==> config.mk <==
export PLATFORM = sky130hd
export DESIGN_NAME = card_shoe
export DESIGN_NICKNAME = d
export VERILOG_FILES = /design/src/rtl/card_pkg.sv /design/src/rtl/rank_seed_counter.sv /design/src/rtl/card_shoe.sv
export SDC_FILE = /design/constraint.sdc
export NUM_CORES = 1
export LEC_CHECK = 0
export CELL_PAD_IN_SITES_DETAIL_PLACEMENT = 1
export CELL_PAD_IN_SITES_GLOBAL_PLACEMENT = 1
export CORE_ASPECT_RATIO = 1.1
export CORE_MARGIN = 2
export CORE_UTILIZATION = 48
export CTS_BUF_LIST = sky130_fd_sc_hd__clkbuf_8
export DETAILED_ROUTE_END_ITERATION = 10
export PLACE_DENSITY = 0.87
export SYNTH_ARGS = -nofsm -noshare
export SYNTH_HDL_FRONTEND = slang
export SYNTH_SLANG_ARGS = --single-unit
export TNS_END_PERCENT = 50
==> constraint.sdc <==
create_clock -name clock -period 4 [get_ports clock]
set_input_delay 0.8 -clock clock [delete_from_list [all_inputs] [get_ports clock]]
set_output_delay 0.8 -clock clock [all_outputs]
set_load 0.03 [all_outputs]
==> src/rtl/card_pkg.sv <==
// Shared types and constants for the baccarat card shoe.
package card_pkg;

    typedef logic [3:0] rank_t;

    localparam int unsigned NUM_RANKS = 13;
    localparam int unsigned FACE_MIN  = 10;

    typedef enum logic {
        IDLE,
        SCAN
    } state_t;

    // Tens and face cards score zero in baccarat.
    function automatic rank_t rank_to_value(input rank_t rank);
        return (rank < rank_t'(FACE_MIN)) ? rank : rank_t'(0);
    endfunction

endpackage

==> src/rtl/rank_seed_counter.sv <==
// Free-running 1..13 wrapping counter that picks the starting rank of each scan.
module rank_seed_counter
    import card_pkg::*;
(
    input  logic  clock,
    input  logic  resetb,
    output rank_t o_seed
);

    rank_t r_seed;

    always_ff @(posedge clock or negedge resetb) begin
        if (!resetb) begin
            r_seed <= rank_t'(1);
        end else if (r_seed == rank_t'(NUM_RANKS)) begin
            r_seed <= rank_t'(1);
        end else begin
            r_seed <= r_seed + rank_t'(1);
        end
    end

    assign o_seed = r_seed;

endmodule

==> src/rtl/card_shoe.sv <==
// Deals cards without replacement from a shoe of COPIES x 13 ranks, one per request.
module card_shoe
    import card_pkg::*;
#(
    parameter int unsigned COPIES = 4
) (
    input  logic       clock,
    input  logic       resetb,
    input  logic       shuffle,
    input  logic       deal_req,
    output logic       card_valid,
    output logic [3:0] card_rank,
    output logic [3:0] card_value,
    output logic       busy,
    output logic       empty,
    output logic [5:0] cards_left
);

    localparam logic [2:0] FULL_COUNT = 3'(COPIES);
    localparam logic [5:0] FULL_SHOE  = 6'(NUM_RANKS * COPIES);

    state_t     r_state;
    state_t     w_state_next;
    rank_t      r_ptr;
    rank_t      r_rank;
    rank_t      w_seed;
    logic [2:0] r_count [1:NUM_RANKS];
    logic [5:0] r_left;
    logic       r_valid;
    logic       w_accept;
    logic       w_hit;

    rank_seed_counter u_seed (
        .clock  (clock),
        .resetb (resetb),
        .o_seed (w_seed)
    );

    always_ff @(posedge clock or negedge resetb) begin
        if (!resetb) begin
            r_state <= IDLE;
        end else begin
            r_state <= w_state_next;
        end
    end

    always_comb begin
        w_state_next = r_state;
        w_accept     = 1'b0;
        w_hit        = 1'b0;
        if (shuffle) begin
            w_state_next = IDLE;
        end else begin
            case (r_state)
                IDLE: begin
                    if (deal_req && (r_left != 6'd0)) begin
                        w_accept     = 1'b1;
                        w_state_next = SCAN;
                    end
                end
                SCAN: begin
                    if (r_count[r_ptr] != 3'd0) begin
                        w_hit        = 1'b1;
                        w_state_next = IDLE;
                    end
                end
                default: w_state_next = IDLE;
            endcase
        end
    end

    always_ff @(posedge clock or negedge resetb) begin
        if (!resetb) begin
            for (int i = 1; i <= NUM_RANKS; i++) begin
                r_count[i] <= FULL_COUNT;
            end
            r_left  <= FULL_SHOE;
            r_ptr   <= rank_t'(1);
            r_rank  <= rank_t'(0);
            r_valid <= 1'b0;
        end else begin
            r_valid <= w_hit;
            if (shuffle) begin
                for (int i = 1; i <= NUM_RANKS; i++) begin
                    r_count[i] <= FULL_COUNT;
                end
                r_left <= FULL_SHOE;
            end else if (w_accept) begin
                r_ptr <= w_seed;
            end else if (w_hit) begin
                r_count[r_ptr] <= r_count[r_ptr] - 3'd1;
                r_left         <= r_left - 6'd1;
                r_rank         <= r_ptr;
            end else if (r_state == SCAN) begin
                r_ptr <= (r_ptr == rank_t'(NUM_RANKS)) ? rank_t'(1) : r_ptr + rank_t'(1);
            end
        end
    end

    assign card_valid = r_valid;
    assign card_rank  = r_rank;
    assign card_value = rank_to_value(r_rank);
    assign busy       = (r_state == SCAN);
    assign empty      = (r_left == 6'd0);
    assign cards_left = r_left;

endmodule

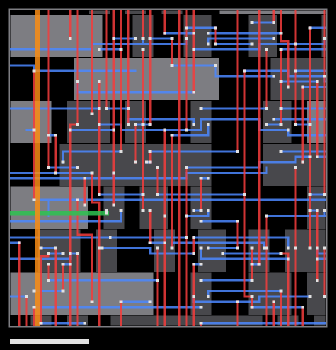
Figure 1: run 1, zoomed window.
Bar = 5 um. Region (30, 51) to (50, 71) um. Cells in gray, sequential cells in the stronger gray; small squares are vias.
M4: marked orange. M2: marked red. M1: marked blue. M3: marked green.
Netlist names of flops here include r_count (3), r_ptr (1). 26 logic cells have their middle in the window. Sequential cells in the window: 4. Most frequent: nor2_1 (7), nor3_1 (3), nand2_1 (3).

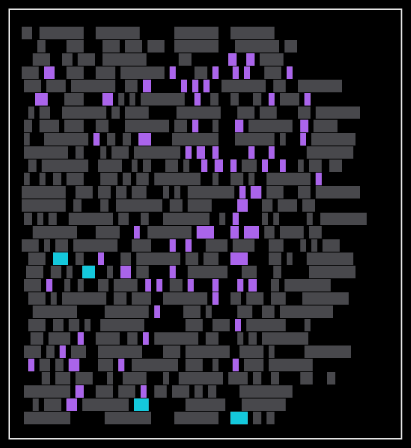
Figure 2: run 1, gate-type map.
non-inverting ao/oa cells: marked cyan, cells 4, most used a211o_1. nor cells: marked purple, cells 68, most used nor2_1.

==> results_slide.txt, run 1 <==
Flow Results at a Glance

Die
  – Initial Utilization: 0.4961
  – Die height: 87.66 um
  – Ports: 21
  – Row cnt: 30
  – DIE WIDTH: 80.06 um
  – Chip area: 7018 sq um

Final layout
  – Mi-comb count: 218
  – Non-clk bufs: 24
  – Clock-cell share: 0.06458
  – Combinational gate area: 1444 sq um
  – Layout net count: 327
  – Top reg by flops: r_count
  – Sequential cells: 59
  – Comb/total area: 0.4095

GRT
  – Total global-route track usage: 0.2589
  – Met3 Resource Use GR: 0.05567
  – Initial antenna violation count: 0
  – Total global routing overflow: 0

Yosys
  – Synth area leader: dfrtp_1
  – Mapped cell area: 3054 sq um
  – Synth mux share: 0.1282
  – Synth unique cells: 46
  – Register share after synthesis: 0.4908
  – Count leader, synth: nor2_1
  – Post-synth top cells: nor2_1 (46), dfrtp_1 (41), nand2_1 (30), dfstp_2 (18), mux2i_1 (17)
  – Syn Area/Cell: 10.11 sq um
  – Synth Area in XOR/XNOR: 0.008603
  – Dominant Register Cell: dfrtp_1
  – Gate Count Post-Synth: 302
  – Synth warn: 0
  – Comb area leader: simple AND/OR/NAND/NOR gates
  – Adder and majority cell fraction of the synthesized area: 0.01229
  – Post-synth EDFFs: 0

Pwr
  – Clock share of power: 0.280
  – Top pwr grp: registers
  – Switch share: 0.3952
  – PD cells: 641.7 nW/um^2
  – Comb. pwr: 0.000802 W
  – Leak pwr: 1.443 nW
  – Clock net power: 0.000632 W
  – Maximum VDD drop: 0.3531 mV
  – Total power: 0.002263 W
  – Net Sw Power: 0.0008943 W
  – Seq pwr: 0.000829 W

Min path
  – Hold-critical path depth: 2
  – HP Class: flip-flop to flip-flop

Setup path
  – CP cell instances: mux2i_1 > mux4_2 > nor2_1 > nor3_1 > ha_1 > ha_1 > nor4b_1 > and2b_1 > mux2i_1 > nor2_1
  – Kind of critical path: flip-flop to flip-flop
  – Critical Path Fanout Max: 16
  – Worst EP arrival: 3.70 ns
  – CP required: 4.22 ns
  – Total stage count of the critical path: 10
  – CP Launch Point: r_ptr[1]

Clock network
  – Cts repair resizes: 0
  – Longest Clk Path Bufs: 2
  – Clk_lat worst skew: 0.35 ns
  – Post-CTS Setup Inserts: 0

Timing
  – Final number of hold-violating endpoints: 0
  – Final Hold Slack: 0.5042 ns
  – Final worst setup slack: 0.5286 ns
  – Fmax: 288.1 MHz
  – Final Setup Violations: 0
  – Worst slew margin: 0.3878
  – Tmin final: 3.471 ns
  – Fin. max-slew vios: 0

Outcome
  – Outcome: finished, final reports clean

Routing
  – Met2 WL: 3984 um
  – Wire length on met3: 291 um
  – DRT Pass-1 Iters: 4
  – Vias per cell: 5.951

Placement
  – Cell total after placement: 389
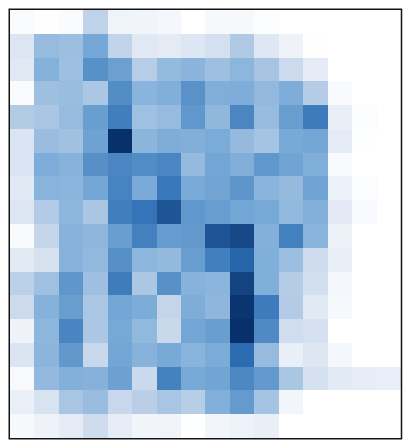
Figure 3: run 1, wire density map.
The die is cut into 16 by 18 equal tiles; white is low, dark blue is high, scaled to the fullest tile. Values are wire area over tile area, all layers added.
The fullest tile reaches 0.56. The emptiest ninth of the die: south-east. The densest ninth of the die: center. 17% of the tiles are nearly empty. 25% of the tiles are over half the peak. The mean over all tiles is 0.18.

==> run 2, diff against run 1 <==
--- a/config.mk
+++ b/config.mk
@@ -11,6 +11,7 @@
 export CORE_MARGIN = 2
 export CORE_UTILIZATION = 48
 export CTS_BUF_LIST = sky130_fd_sc_hd__clkbuf_8
+export CTS_CLUSTER_DIAMETER = 30
 export DETAILED_ROUTE_END_ITERATION = 10
 export PLACE_DENSITY = 0.87
 export SYNTH_ARGS = -nofsm -noshare
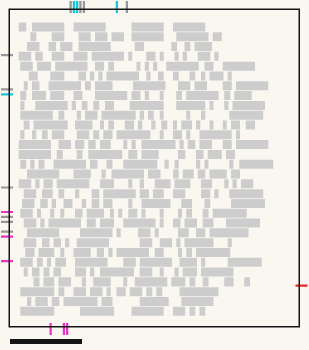
Figure 4: run 2, ports around the boundary.
Bar = 20 um. Pins as bars across the die edge, other pins in gray.
resetb: marked red, pins 1, direction input, edge east. card_rank: marked cyan, pins 4, direction output, edge 3 north, 1 west. cards_left: marked magenta, pins 6, direction output, edge 3 west, 3 south.
All pins by edge: 10 west, 7 north, 3 south, 1 east.

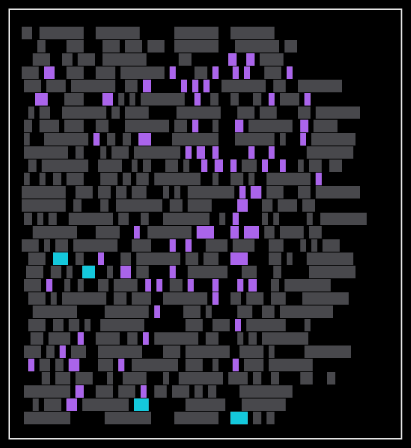
Figure 5: run 2, gate-type map.
non-inverting ao/oa cells: marked cyan, cells 4, most used a211o_1. nor cells: marked purple, cells 68, most used nor2_1.

==> run 2 against run 1 <==
- highest routed layer unchanged
- hold slack unchanged
- combinational power is essentially flat
- critical path depth unchanged
- maximum frequency is the same
- total power unchanged
- flip-flop count unchanged
- final cell count unchanged
- via count unchanged
==> results_slide.txt, run 2 <==
Flow Results at a Glance

Pwr
  – Leak pwr: 1.443 nW (unchanged)
  – Clock share of power: 0.280 (about the same)
  – Comb. pwr: 0.000802 W (about the same)
  – Clock net power: 0.000632 W (about the same)
  – PD cells: 641.7 nW/um^2 (unchanged)
  – Top pwr grp: registers
  – Switch share: 0.3952 (unchanged)
  – Seq pwr: 0.000829 W (about the same)
  – Total power: 0.002263 W (unchanged)

GRT
  – Total global-route track usage: 0.2589 (unchanged)
  – Initial antenna violation count: 0 (unchanged)
  – Total global routing overflow: 0 (unchanged)

Yosys
  – Dominant Register Cell: dfrtp_1
  – Adder and majority cell fraction of the synthesized area: 0.01229 (unchanged)
  – Comb area leader: simple AND/OR/NAND/NOR gates
  – Synth area leader: dfrtp_1
  – Post-synth EDFFs: 0 (unchanged)
  – Synth mux share: 0.1282 (unchanged)
  – Post-synth top cells: nor2_1 (46), dfrtp_1 (41), nand2_1 (30), dfstp_2 (18), mux2i_1 (17)
  – Syn Area/Cell: 10.11 sq um (unchanged)
  – Register share after synthesis: 0.4908 (unchanged)
  – Mapped cell area: 3054 sq um (unchanged)
  – Synth warn: 0 (unchanged)
  – Synth unique cells: 46 (unchanged)

Setup path
  – Total stage count of the critical path: 10 (unchanged)
  – Kind of critical path: flip-flop to flip-flop
  – CP required: 4.22 ns (about the same)
  – CP Launch Point: r_ptr[1]

Die
  – DIE WIDTH: 80.06 um (unchanged)
  – Row cnt: 30 (unchanged)
  – Initial Utilization: 0.4961 (unchanged)
  – Ports: 21 (unchanged)
  – Die height: 87.66 um (unchanged)

Final layout
  – Comb/total area: 0.4095 (unchanged)
  – Sequential cells: 59 (unchanged)
  – Clock-cell share: 0.06458 (unchanged)
  – Mi-comb count: 218 (unchanged)
  – Top reg by flops: r_count
  – Combinational gate area: 1444 sq um (unchanged)

Timing
  – Tmin final: 3.471 ns (unchanged)
  – Fin. max-slew vios: 0 (unchanged)
  – Fmax: 288.1 MHz (unchanged)
  – Final Hold Slack: 0.5042 ns (unchanged)
  – Final worst setup slack: 0.5286 ns (unchanged)
  – Final Setup Violations: 0 (unchanged)
  – Worst slew margin: 0.3878 (unchanged)

Routing
  – Met2 WL: 3984 um (unchanged)
  – Vias per cell: 5.951 (unchanged)
  – Wire length on met3: 291 um (unchanged)
  – DRT Pass-1 Iters: 4 (unchanged)

Min path
  – HP Class: flip-flop to flip-flop
  – Hold-critical path depth: 2 (unchanged)

Clock network
  – Cts repair resizes: 0 (unchanged)
  – Clk_lat worst skew: 0.35 ns (about the same)

Outcome
  – Outcome: finished, final reports clean

Placement
  – Cell total after placement: 389 (unchanged)
==> run 3, diff against run 2 <==
--- a/config.mk
+++ b/config.mk
@@ -5,6 +5,7 @@
 export SDC_FILE = /design/constraint.sdc
 export NUM_CORES = 1
 export LEC_CHECK = 0
+export CAP_MARGIN = 25
 export CELL_PAD_IN_SITES_DETAIL_PLACEMENT = 1
 export CELL_PAD_IN_SITES_GLOBAL_PLACEMENT = 1
 export CORE_ASPECT_RATIO = 1.1
@@ -14,6 +15,7 @@
 export CTS_CLUSTER_DIAMETER = 30
 export DETAILED_ROUTE_END_ITERATION = 10
 export PLACE_DENSITY = 0.87
+export SLEW_MARGIN = 20
 export SYNTH_ARGS = -nofsm -noshare
 export SYNTH_HDL_FRONTEND = slang
 export SYNTH_SLANG_ARGS = --single-unit
==> run 3 against run 2 <==
- final area unchanged
- sequential share of layout area did not move
- die size unchanged
- sequential power about the same
- critical path depth unchanged
- first-iteration DRC count is the same
- total power is the same
- combinational power hardly changed
- via count stayed put
- global-route usage unchanged
- maximum frequency unchanged
- register-to-register slack is essentially flat
- critical endpoint unchanged
- largest power group unchanged
- highest routed layer unchanged
==> results_slide.txt, run 3 <==
Flow Results at a Glance

Outcome
  – Outcome: finished, final reports clean

Yosys
  – Syn Area/Cell: 10.11 sq um (unchanged)
  – Synth area leader: dfrtp_1
  – Post-synth top cells: nor2_1 (46), dfrtp_1 (41), nand2_1 (30), dfstp_2 (18), mux2i_1 (17)
  – Dominant Register Cell: dfrtp_1
  – Comb area leader: simple AND/OR/NAND/NOR gates
  – Post-synth EDFFs: 0 (unchanged)
  – Synth warn: 0 (unchanged)
  – Mapped cell area: 3054 sq um (unchanged)
  – Synth unique cells: 46 (unchanged)
  – Synth mux share: 0.1282 (unchanged)

Placement
  – GPL Wtd Cong: 0.8664

Routing
  – Wire length on met3: 291 um (unchanged)
  – Vias per cell: 5.951 (unchanged)
  – DRT iter0 DRCs: 135
  – Met2 WL: 3984 um (unchanged)
  – Antenna Nets Post-Route: 0
  – DRT Pass-1 Iters: 4 (unchanged)

Die
  – Ports: 21 (unchanged)
  – Initial Utilization: 0.4961 (unchanged)
  – Die height: 87.66 um (unchanged)
  – Row cnt: 30 (unchanged)
  – DIE WIDTH: 80.06 um (unchanged)

Final layout
  – Combinational gate area: 1444 sq um (unchanged)
  – Clock-cell share: 0.06458 (unchanged)
  – Top reg by flops: r_count
  – Sequential cells: 59 (unchanged)
  – Inverters: 8
  – Mi-comb count: 218 (unchanged)

Timing
  – Worst slew margin: 0.3878 (unchanged)
  – Fmax: 288.1 MHz (unchanged)
  – Final Setup Violations: 0 (unchanged)
  – Tmin final: 3.471 ns (unchanged)
  – Final worst setup slack: 0.5286 ns (unchanged)
  – Fin. max-slew vios: 0 (unchanged)
  – Final Hold Slack: 0.5042 ns (unchanged)

GRT
  – Total global routing overflow: 0 (unchanged)
  – Initial antenna violation count: 0 (unchanged)
  – Total global-route track usage: 0.2589 (unchanged)

Pwr
  – Leak pwr: 1.443 nW (unchanged)
  – Seq pwr: 0.000829 W (about the same)
  – Top pwr grp: registers
  – PD cells: 641.7 nW/um^2 (unchanged)
  – Switch share: 0.3952 (unchanged)
  – Comb. pwr: 0.000802 W (about the same)
  – Clock share of power: 0.280 (about the same)
  – Total power: 0.002263 W (unchanged)

Min path
  – Hold-critical path depth: 2 (unchanged)
  – HP Class: flip-flop to flip-flop

Clock network
  – CTS tree: built
  – Cts repair resizes: 0 (unchanged)
  – Sinks on Clock Net: 59

Setup path
  – Max incr delay on CP: 0.75 ns
  – CP Launch Point: r_ptr[1]
  – Kind of critical path: flip-flop to flip-flop
  – CP required: 4.22 ns (about the same)
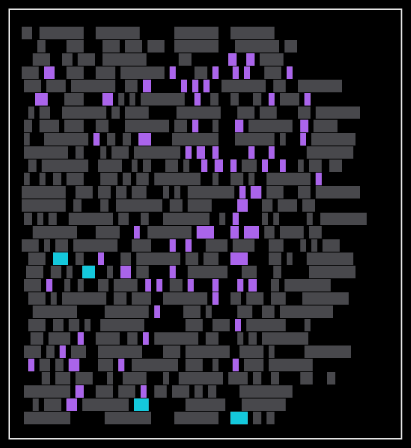
Figure 6: run 3, gate-type map.
non-inverting ao/oa cells: marked cyan, cells 4, most used a211o_1. nor cells: marked purple, cells 68, most used nor2_1.
Comb/total area: 0.4095
Layout Cells excl Fill: 405
dominant logic cell type in the layout: nor2_1

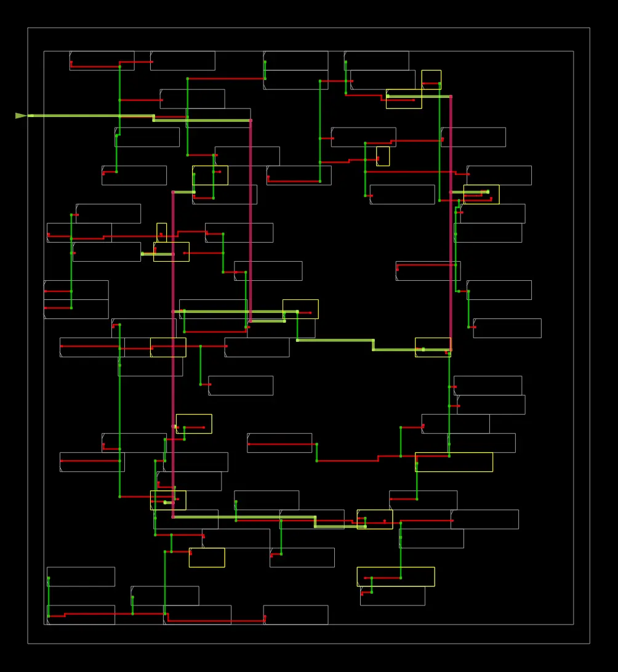
Figure 7: run 3, clock routing.
Clock net power: 0.000632 W
Setup Skew: 0.008849 ns
clk_lat worst skew: 0.35 ns
TritonCTS buffer count: 9

Power and IR drop assume default switching activity.
